Run 1, track usage over the die:
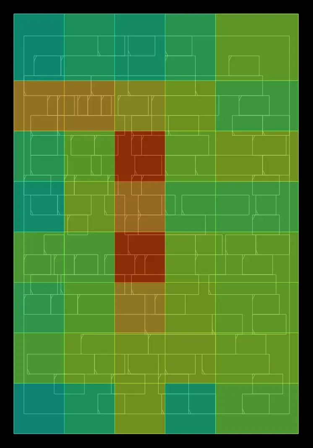
Run 1, port wiring:
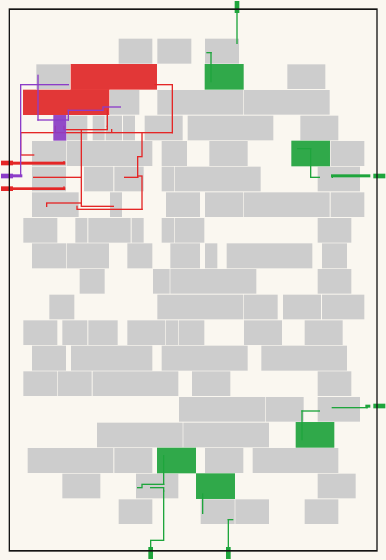
Run 1, cell classes on the final placement:
Scale bar: 10 um.
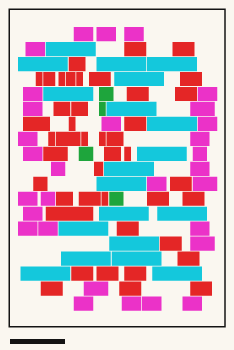
Run 1, signal metal coverage by tile:
Scale bar: 10 um. 8 x 11 tiles, from dark purple (low) to yellow (high), scaled to the fullest tile. Values are wire area over tile area, all layers added.
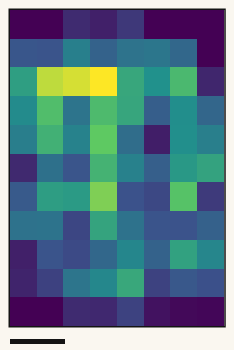
==> config.mk <==
export PLATFORM = sky130hd
export DESIGN_NAME = rob_allocator
export DESIGN_NICKNAME = d
export VERILOG_FILES = /design/src/rtl/rob_allocator_pkg.sv /design/src/rtl/rob_allocator_ptr_counter.sv /design/src/rtl/rob_allocator.sv
export SDC_FILE = /design/constraint.sdc
export NUM_CORES = 1
export LEC_CHECK = 0
export CAP_MARGIN = 15
export CORE_ASPECT_RATIO = 1.5
export CORE_MARGIN = 1
export CORE_UTILIZATION = 44
export CTS_CLUSTER_DIAMETER = 80
export DETAILED_ROUTE_END_ITERATION = 12
export PLACE_DENSITY = 0.76
export SLEW_MARGIN = 20
export SYNTH_ARGS = -nofsm -noshare
export SYNTH_HDL_FRONTEND = slang
export SYNTH_SLANG_ARGS = --single-unit
==> constraint.sdc <==
create_clock -name clk -period 3.2 [get_ports clk]
set_clock_uncertainty 0.15 [all_clocks]
set_input_delay 0.8 -clock clk [delete_from_list [all_inputs] [get_ports clk]]
set_output_delay 0.8 -clock clk [all_outputs]
set_load 0.01 [all_outputs]
==> flow_summary.ini, run 1 <==
; flow metrics
[power_and_ir_drop]
intPower_mw = 0.6446
powerDensity_nw_per_um2 = 749.5
clkPwrFrac_pct = 12.7
max-vdd-ir-drop_uv = 408.9
switching_power_mw = 0.2763
p_sw_share_pct = 30.00
pwr-share-comb_pct = 43.3

[final_layout]
antenna_cells = 0
area_growth_pct = 36.39
layout-drive-gt1-share_pct = 29.17

[synthesis]
synth_flop_count = 19
synth-edff-count = 0
ys_top_cells_by_count = dfrtp_1, mux2_2, inv_1
ys_cells = 66
synth_top_area_share_pct = 52.78
yosysSeqAreaShare_pct = 52.78
synth_area_leader_cell = dfrtp_1
async_reset_ff_share_pct = 100.0

[routing]
drc = 0
wire_per_inst_um = 13.25
antenna_left = 0
first_pass_iters = 2
vias_per_cell = 5.205

[status]
outcome = completed

[sta]
final_hold_viol_count = 0
rsz0062_at_grt = false
max_slew.worst_pin.slew_ns = 0.8149
slew_headroom_pct = 45.51
period_needed_ns = 3.158

[critical_path]
cp-end-kind = output port
path_max_fanout = 6
crit_arrival_ns = 2.21

[die]
fp_util_pct = 47.97
dieHeight_um = 57.42
die_w_um = 38.95

[min_path]
hold_depth = 1

[placed_design]
dpl.hpwl_um = 1184

[clock_tree]
cts_root_buf = clkbuf_4
clk_pin_slew_ns = 0.10
cts_tree = done
clk_latency_ns = 0.29

[flow_run]
openroad.warnings = 26
drv_cap = 0
## Picture notes: 'track usage over the die'
met2 Usage GRT: 25.24%
gr usage total: 16.00%
Util after Layout: 65.42%

## Picture notes: 'port wiring'
colour	port	bits	direction	edge	end cells	wire
green	`query_addr`	5	output	2 right, 2 bottom, 1 top	5	45.8 um
red	`count`	2	output	left	2	84.2 um
purple	`empty`	1	output	left	1	30.3 um
Port Buffers: 27
Ports: 28

## Picture notes: 'cell classes on the final placement'
colour	class	cells	share of their area
green	clock drivers and dummy loads	4	2.2%
magenta	other buffers and delay cells	30	25%
red	combinational and other logic	43	33%
cyan	flops	19	40%
Design Area, Final: 1229 sq um
core footprint: 1878 sq um
flop share of the area: 38.70%
Rows: 19

## Picture notes: 'signal metal coverage by tile'
nearly empty tiles	10%
tiles over half the peak	25%
mean over tiles	0.11
densest ninth of the die	middle
emptiest ninth of the die	bottom left
aggregate routed wire length: 1550 um
via count: 609

==> run 1: timing repair <==
action                                  4_1_cts  5_1_grt
setup buffers                                 0        0
endpoints found under the setup margin        0        4
endpoints found under the hold margin         0        0
resized                                       0        4
==> run 1: stage by stage <==
stage                     cells  instance area, sq um  setup WS [ns]  power [mW]
final                       117                  1229        0.04227      0.9209
after detailed placement    113                  1192        0.03306      0.8248
after global routing        117                  1229       0.003598      0.9772
after CTS                   117                  1219        0.02409      0.9406
after global placement      113                  1192        0.03386      0.8112
after floorplan              66                 900.9         0.8399      0.6324
==> run 1: kinds of logic after synthesis <==
logic type,share of synthesized area (%)
flip-flops,52.78
multiplexers,22.50
buffers and inverters,5.138
AND/OR/NAND/NOR,8.611
AND-OR/OR-AND,4.306
XOR/XNOR,3.890
adder cells (fa/ha/maj),2.777
==> run 1: routing by layer <==
metal	up-vias	wire length, um	GRT usage (%)
met1	295	669	21.09
met3	5	94	2.335
li1	286	-	-
met5	-	0	0
met4	0	29	7.389
met2	23	756	25.24
==> run 1: power by group through the flow <==
stage,clock network (mW),registers (mW),logic [mW]
6_report,0.117,0.406,0.398
5_1_grt,0.127,0.416,0.434
4_1_cts,0.118,0.407,0.415
3_5_place_dp,0,0.412,0.412
3_3_place_gp,0,0.406,0.405
2_1_floorplan,0,0.403,0.230
==> run 1: cells in the final DEF, fill, tap and decap left out, types with 3 or more instances in the layout <==
cell             synthesis  final
mux2_2                  18     18
dfrtp_1                 19     19
inv_1                    5      5
nor2_1                   3      3
dlymetal6s2s_1           0      4
clkbuf_4                 0      3
buf_4                    1      3
xor2_1                   3      3
clkdlybuf4s50_1          0     23
==> run 1: worst max-delay path, cell delays in order <==
cell             delay, ns
clkdlybuf4s50_1       0.46
buf_4                 0.15
mux2_2                0.33
clkdlybuf4s50_1       0.47
==> run 1: cell type report <==
cell class / count / area (sq um) / area share, %
well taps: 21 / 26.28 / 2.138
repair buffers: 30 / 302.8 / 24.64
clock buffers: 4 / 26.28 / 2.138
multi-input cells: 38 / 379.1 / 30.86
inverters: 5 / 18.77 / 1.527
flip-flops and latches: 19 / 475.5 / 38.70
Run 1, cells by drive strength:
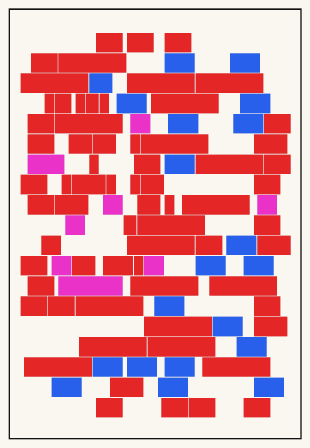

==> inputs of run 2 (changes only) <==
--- a/config.mk
+++ b/config.mk
@@ -15,4 +15,5 @@
 export SLEW_MARGIN = 20
 export SYNTH_ARGS = -nofsm -noshare
 export SYNTH_HDL_FRONTEND = slang
+export SYNTH_HIERARCHICAL = 1
 export SYNTH_SLANG_ARGS = --single-unit
Run 2, cells by drive strength:
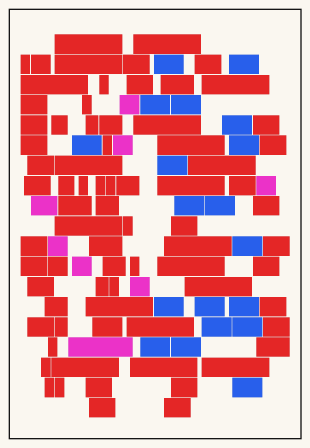
colour	size	cells
blue	_2 cells	19
red	_0 and _1 cells	75
magenta	_3 and _4 cells	8
Area Growth Syn to Fin: 37.05%
PnR worst setup slack: 0.04895 ns
bufs w/o clock: 30
Design Area, Final: 1245 sq um

==> flow_summary.ini, run 2 <==
; flow metrics
[power_and_ir_drop]
p_leak_nw = 0.5662
max-vdd-ir-drop_uv = 381.2
power.total_mw = 0.7604
powerDensity_nw_per_um2 = 610.8

[clock_tree]
cts_made_buffers = 3
clk_pin_slew_ns = 0.10
cts_root_buf = clkbuf_4
post_cts_buffers = 0
cts.sink_count = 19
holdBufCountCts = 0
clk_latency_ns = 0.29
cts_tree = done

[routing]
antenna_left = 0
drc = 0
first_pass_iters = 3
vias_per_cell = 5.073

[synthesis]
yosysChipArea_sq_um = 908.4
synthCells = 70
flop_cell = dfrtp_1
synth_flop_count = 19
synth_area_sq_um = 908.4
async_reset_ff_share_pct = 100.0
synth_top_area_share_pct = 52.34
yosysSeqAreaShare_pct = 52.34
yosysWarnings = 6
top_cells_by_area = dfrtp_1, mux2_2, xnor2_1, ha_1, nor4b_4
synth_area_leader_cell = dfrtp_1
ys_cells = 70
ys_top_cells_by_count = dfrtp_1, mux2_2, inv_1
synth-edff-count = 0
top_cell = dfrtp_1

[critical_path]
cp-end-kind = output port
path_max_fanout = 6
cp.required_ns = 2.25
crit_arrival_ns = 2.20
r2r_setup_slack_ns = 1.37

[final_layout]
layout_top_cell = clkdlybuf4s50_1
layout_top_cells = clkdlybuf4s50_1, dfrtp_1, mux2_2
layout-drive-gt1-share_pct = 26.47
antenna_cells = 0
stdcell_count = 123
fillers = 156

[global_route]
overflow = 0
grt_first_pass_wirelength_um = 2753
grt_pass1_vias = 622
grt_max_degree = 20

[sta]
final.setup.tns_ns = 0
slew_violations = 0
max_slew.worst_pin.slew_ns = 0.8425
rsz0062_at_grt = false
setup_viol = 0
period_needed_ns = 3.151
slew_headroom_pct = 43.66
final_hold_viol_count = 0

[status]
outcome = completed

[flow_run]
openroad.warnings = 26
drv_cap = 0

[placed_design]
portBuffers = 27
dp_cells = 119
dpl.hpwl_um = 1236
post-place-ws_ns = 0.03888

[die]
die_w_um = 39.10
core_sq_um = 1878
row_count = 19
fp_util_pct = 48.37
ios = 28
dieHeight_um = 57.65

[min_path]
hp-class = flip-flop to flip-flop
hold_depth = 1
Run 2, signal metal coverage by tile:
Scale bar: 10 um. 8 x 12 tiles, from dark purple (low) to yellow (high), scaled to the fullest tile. Values are wire area over tile area, all layers added.
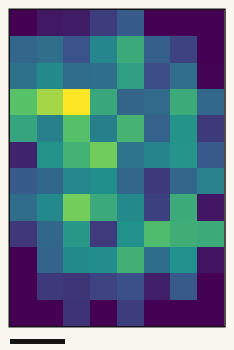
fullest tile	0.34
mean over tiles	0.12
tiles over half the peak	25%
densest ninth of the die	middle
aggregate routed wire length: 1650 um
gr usage total: 17.14%
routed len/inst: 13.41 um
via count: 624

-- run 2: power by group --
| part | internal [mW] | total, mW | switching (mW) |
|---|---|---|---|
| Combinational | 0.190 | 0.295 | 0.106 |
| Sequential | 0.307 | 0.349 | 0.0414 |
| Clock | 0.0485 | 0.116 | 0.0676 |
| Total | 0.546 | 0.760 | 0.215 |
-- run 2: per-stage QoR --
step / hold WS, ns / instance area [sq um] / utilization [%]
final: 0.3196 / 1245 / 66.29
after floorplan: 0.3236 / 915.9 / -
after CTS: 0.3247 / 1240 / 66.02
after detailed placement: 0.2977 / 1214 / 64.62
after global routing: 0.3457 / 1245 / 66.29
after global placement: 0.2953 / 1214 / 64.62
-- run 2: what timing repair did --
| item | in CTS | in global routing |
|---|---|---|
| endpoints found under the hold margin | 0 | 0 |
| setup endpoints to repair | 0 | 2 |
| resized | 0 | 2 |
-- run 2: per-layer routing --
metal	routed length [um]	vias to the layer above	GRT usage, %
met2	835	22	29.05
met1	696	299	21.45
met3	99	2	2.682
met5	0	-	0
met4	19	0	5.911
li1	-	301	-
-- run 2: critical path, stage by stage --
cell,delay (ns)
clkdlybuf4s50_1,0.45
buf_4,0.14
mux2_2,0.33
clkdlybuf4s50_1,0.47
-- run 2: layout make-up --
class	instances	area [sq um]	area share, %
clock buffers	4	26.28	2.111
well taps	21	26.28	2.111
repair buffers	30	297.8	23.92
multi-input cells	43	396.6	31.86
inverters	6	22.52	1.809
flip-flops and latches	19	475.5	38.19
-- run 2: kinds of logic after synthesis --
logic type               after synthesis  share of synthesized area (%)
AND/OR/NAND/NOR                       10                          8.816
adder cells (fa/ha/maj)                2                          2.754
AND-OR/OR-AND                          6                          4.683
other                                  1                         0.4128
XOR/XNOR                               4                          3.857
flip-flops                            19                          52.34
buffers and inverters                 10                          4.821
multiplexers                          18                          22.31
Power and IR drop assume default switching activity.
